Fig. 1: logic cells by family
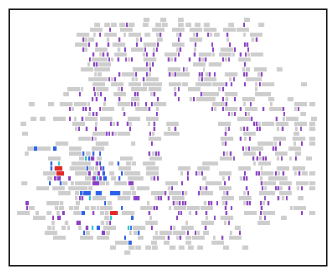
Fig. 2: met3 routing
Bar = 50 um.
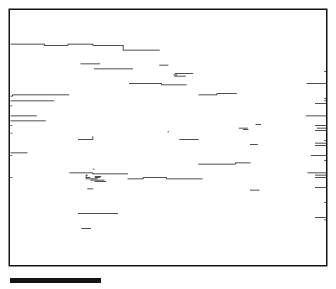
**config.mk**
```make
export PLATFORM = sky130hd
export DESIGN_NAME = serial_word_rx
export DESIGN_NICKNAME = d
export VERILOG_FILES = /design/src/rtl/upe_serial_pkg.sv /design/src/rtl/serial_word_rx_sync2.sv /design/src/rtl/serial_word_rx.sv
export SDC_FILE = /design/constraint.sdc
export NUM_CORES = 1
export LEC_CHECK = 0
export CAP_MARGIN = 20
export CORE_ASPECT_RATIO = 0.8
export CORE_MARGIN = 3
export CORE_UTILIZATION = 25
export DETAILED_ROUTE_END_ITERATION = 10
export PLACE_DENSITY = 0.46
export SYNTH_ARGS = -nofsm -noshare
export SYNTH_HDL_FRONTEND = slang
export SYNTH_HIERARCHICAL = 1
export SYNTH_SLANG_ARGS = --single-unit
```
**constraint.sdc**
```tcl
create_clock -name clk -period 2.3 [get_ports clk]
set_input_delay 0.23 -clock clk [delete_from_list [all_inputs] [get_ports clk]]
set_output_delay 0.23 -clock clk [all_outputs]
set_load 0.02 [all_outputs]
```
**src/rtl/upe_serial_pkg.sv**
```systemverilog
// Shared definitions for the single-pin LSB-first word stream (receiver and
// future transmitter): FSM states, default geometry and the mid-bit offset.
package upe_serial_pkg;

  typedef enum logic [1:0] {
    IDLE  = 2'd0,
    START = 2'd1,
    DATA  = 2'd2,
    STOP  = 2'd3
  } state_t;

  localparam int unsigned DEF_WIDTH      = 64;
  localparam int unsigned DEF_BIT_PERIOD = 1252;

  // Offset from the detected start edge to the middle of the start bit.
  function automatic int unsigned half_period(input int unsigned bit_period);
    return bit_period / 2;
  endfunction

endpackage

```
**src/rtl/serial_word_rx_sync2.sv**
```systemverilog
// Generic two-flop synchronizer for a single asynchronous bit; both flops
// reset to 0.
module sync2 (
  input  logic i_clk,
  input  logic i_rst,
  input  logic i_d,
  output logic o_q
);

  logic r_meta;
  logic r_q;

  always_ff @(posedge i_clk) begin
    if (i_rst) begin
      r_meta <= 1'b0;
      r_q    <= 1'b0;
    end else begin
      r_meta <= i_d;
      r_q    <= r_meta;
    end
  end

  assign o_q = r_q;

endmodule

```
**src/rtl/serial_word_rx.sv**
```systemverilog
// Bit-serial word receiver: start (high) / WIDTH data bits LSB first / stop
// (low) frames on din, delivered as whole words on a valid/ready port.
module serial_word_rx
  import upe_serial_pkg::*;
#(
  parameter int unsigned WIDTH      = DEF_WIDTH,
  parameter int unsigned BIT_PERIOD = DEF_BIT_PERIOD
) (
  input  logic             clk,
  input  logic             rst,
  input  logic             din,
  output logic [WIDTH-1:0] out_data,
  output logic             out_valid,
  input  logic             out_ready,
  output logic             framing_err,
  output logic             overrun,
  output logic             busy,
  output state_t           dbg_state
);

  localparam int unsigned CW   = $clog2(BIT_PERIOD);
  localparam int unsigned BW   = $clog2(WIDTH + 1);
  localparam int unsigned HALF = half_period(BIT_PERIOD);

  localparam logic [CW-1:0] HALF_M1 = CW'(HALF - 1);
  localparam logic [CW-1:0] BP_M1   = CW'(BIT_PERIOD - 1);
  localparam logic [BW-1:0] WLAST   = BW'(WIDTH - 1);

  logic w_din_s;

  sync2 u_sync (
    .i_clk (clk),
    .i_rst (rst),
    .i_d   (din),
    .o_q   (w_din_s)
  );

  state_t           r_state;
  state_t           w_state_nxt;
  logic [CW-1:0]    r_cnt;
  logic [CW-1:0]    w_cnt_nxt;
  logic [BW-1:0]    r_bitidx;
  logic [BW-1:0]    w_bitidx_nxt;
  logic [WIDTH-1:0] r_shift;
  logic [WIDTH-1:0] r_data;
  logic             r_valid;
  logic             r_fe;
  logic             r_ovr;
  logic             w_shift_en;
  logic             w_frame_good;
  logic             w_frame_bad;
  logic             w_consume;
  logic             w_load;

  always_comb begin
    w_state_nxt  = r_state;
    w_cnt_nxt    = r_cnt;
    w_bitidx_nxt = r_bitidx;
    w_shift_en   = 1'b0;
    w_frame_good = 1'b0;
    w_frame_bad  = 1'b0;
    unique case (r_state)
      IDLE: begin
        w_cnt_nxt    = '0;
        w_bitidx_nxt = '0;
        if (w_din_s) w_state_nxt = START;
      end
      START: begin
        // A start bit that is gone by mid-bit is treated as line noise.
        if (r_cnt == HALF_M1) begin
          w_cnt_nxt    = '0;
          w_bitidx_nxt = '0;
          w_state_nxt  = w_din_s ? DATA : IDLE;
        end else begin
          w_cnt_nxt = r_cnt + 1'b1;
        end
      end
      DATA: begin
        if (r_cnt == BP_M1) begin
          w_shift_en   = 1'b1;
          w_cnt_nxt    = '0;
          w_bitidx_nxt = r_bitidx + 1'b1;
          if (r_bitidx == WLAST) w_state_nxt = STOP;
        end else begin
          w_cnt_nxt = r_cnt + 1'b1;
        end
      end
      STOP: begin
        if (r_cnt == BP_M1) begin
          w_cnt_nxt    = '0;
          w_state_nxt  = IDLE;
          w_frame_good = ~w_din_s;
          w_frame_bad  = w_din_s;
        end else begin
          w_cnt_nxt = r_cnt + 1'b1;
        end
      end
      default: w_state_nxt = IDLE;
    endcase
  end

  always_ff @(posedge clk) begin
    if (rst) begin
      r_state  <= IDLE;
      r_cnt    <= '0;
      r_bitidx <= '0;
      r_shift  <= '0;
    end else begin
      r_state  <= w_state_nxt;
      r_cnt    <= w_cnt_nxt;
      r_bitidx <= w_bitidx_nxt;
      // LSB arrives first, so after WIDTH right-shifts bit 0 sits at index 0.
      if (w_shift_en) r_shift <= {w_din_s, r_shift[WIDTH-1:1]};
    end
  end

  // Handshake: a word transfers on a cycle with out_valid && out_ready;
  // out_valid never drops and out_data never changes until that transfer.
  assign w_consume = r_valid & out_ready;
  assign w_load    = w_frame_good & (~r_valid | w_consume);

  always_ff @(posedge clk) begin
    if (rst) begin
      r_data  <= '0;
      r_valid <= 1'b0;
      r_fe    <= 1'b0;
      r_ovr   <= 1'b0;
    end else begin
      r_fe <= w_frame_bad;
      if (w_load) begin
        r_data  <= r_shift;
        r_valid <= 1'b1;
      end else if (w_consume) begin
        r_valid <= 1'b0;
      end
      if (w_frame_good && r_valid && !out_ready) r_ovr <= 1'b1;
    end
  end

  assign out_data    = r_data;
  assign out_valid   = r_valid;
  assign framing_err = r_fe;
  assign overrun     = r_ovr;
  assign busy        = (r_state != IDLE);
  assign dbg_state   = r_state;

endmodule

```
==> Slide: Implementation Results <==
Synthesis and Place & Route Summary

Synthesis
  • Top-area cell share: 54.5%
  • Largest area contributor in the netlist: dfxtp_1
  • And+or+nand+nor area frac: between 20 and 25%
  • Number of synthesized register bits: between 150 and 200
  • Primary FF master, synth: dfxtp_1
  • Post-synthesis mux area share: less than 1%
  • Gate Count Post-Synth: 696
  • AO/OA Area Share: roughly 14%
  • # Cells Yosys: 696

Cells and area
  • Sequential share of cell area: between 40% and 50%
  • Final-layout fill cell count: about 2300
  • Clkbuf count: 21
  • Antenna Cells: 0
  • Flop area: approximately 3100 um^2

Run status
  • Outcome: finished clean

CTS
  • Clk Tree Root Cell: clkbuf_16
  • Worst skew pair latency: 0.42 ns
  • Bufs on Longest Clock Path: 2
  • CTS Buf Count: 17
  • Max H-tree Level: 4

Floorplan
  • Fp util: approximately a quarter
  • Well Taps: 300
  • CORE AREA: around 22000 um^2

Critical path
  • Setup crit end: busy
  • Type of origin of the critical path: flip-flop
  • CP max stage cell: clkdlybuf4s50_1
  • Buf/Inv on CP: 3
  • Reg-to-Reg Start: r_cnt[8]
  • Crit path cell chain: buf_4 -> inv_1 -> nand2_1 -> clkdlybuf4s50_1
  • CP required: 2.07 ns
  • Crit-path max cell delay: approximately 0.6 ns
  • Cell family with most CP delay: buffers and inverters
  • Worst r2r dst: r_shift[17]
  • Cell depth of the worst flop-to-flop path: 6

Flow run
  • Tally of OpenROAD warnings: 29

Routing
  • Drt wl/cell: ~12 um
  • Drt first pass iters: 5
  • Met2 wire len: just under 6000 um
  • Max layer used: met4
  • Post-DRT Antenna Nets: 0

GRT
  • Grt met2 use: between 10% and 20%
  • First-pass GRT wire length: 22500 um
  • Initial antenna violation count: 0
  • Total gr overflow: 0

STA
  • Sum Neg Setup Slack: 0 ns
  • Final Max-Slew Violation Tally: 0
  • Worst slew margin: a little over three fifths
  • Fin. Hold Viols: 0
  • Period utilization: 93.6%

Placement
  • Area after DPL: roughly 6700 um^2
  • Placed cells: ~1000
  • Dpl ws: roughly 0.21 ns

Pwr
  • Switching power: between 0.001 and 0.0015 W
  • Flop pwr share: ~45%
  • Combinational power: 0.0000641 W

Worst hold path
  • Worst Hold Class: primary input to flip-flop
Back to the opening pictures, Fig. 1:
- purple: NAND gates (cells 281)
- cyan: inverters (cells 7; where bottom left)
- blue: NOR gates (cells 32)
- red: adder and majority cells (cells 3)
most numerous logic cell after layout: nand2_1
Non-Filler Instances: 1069
Comb/total area: 31.3%

Back to the opening pictures, Fig. 2:
- longest straight run: 31.0 um
- main direction: horizontal
- share of all routed wire: 4.5%
- nets with wire on the layer: 50
- wire length on this layer: 599 um
met3 Use GR: 3.85%
vias: 4592
drt total wl: 13400 um

No activity file was given, so power comes from the tool's default toggle rates.
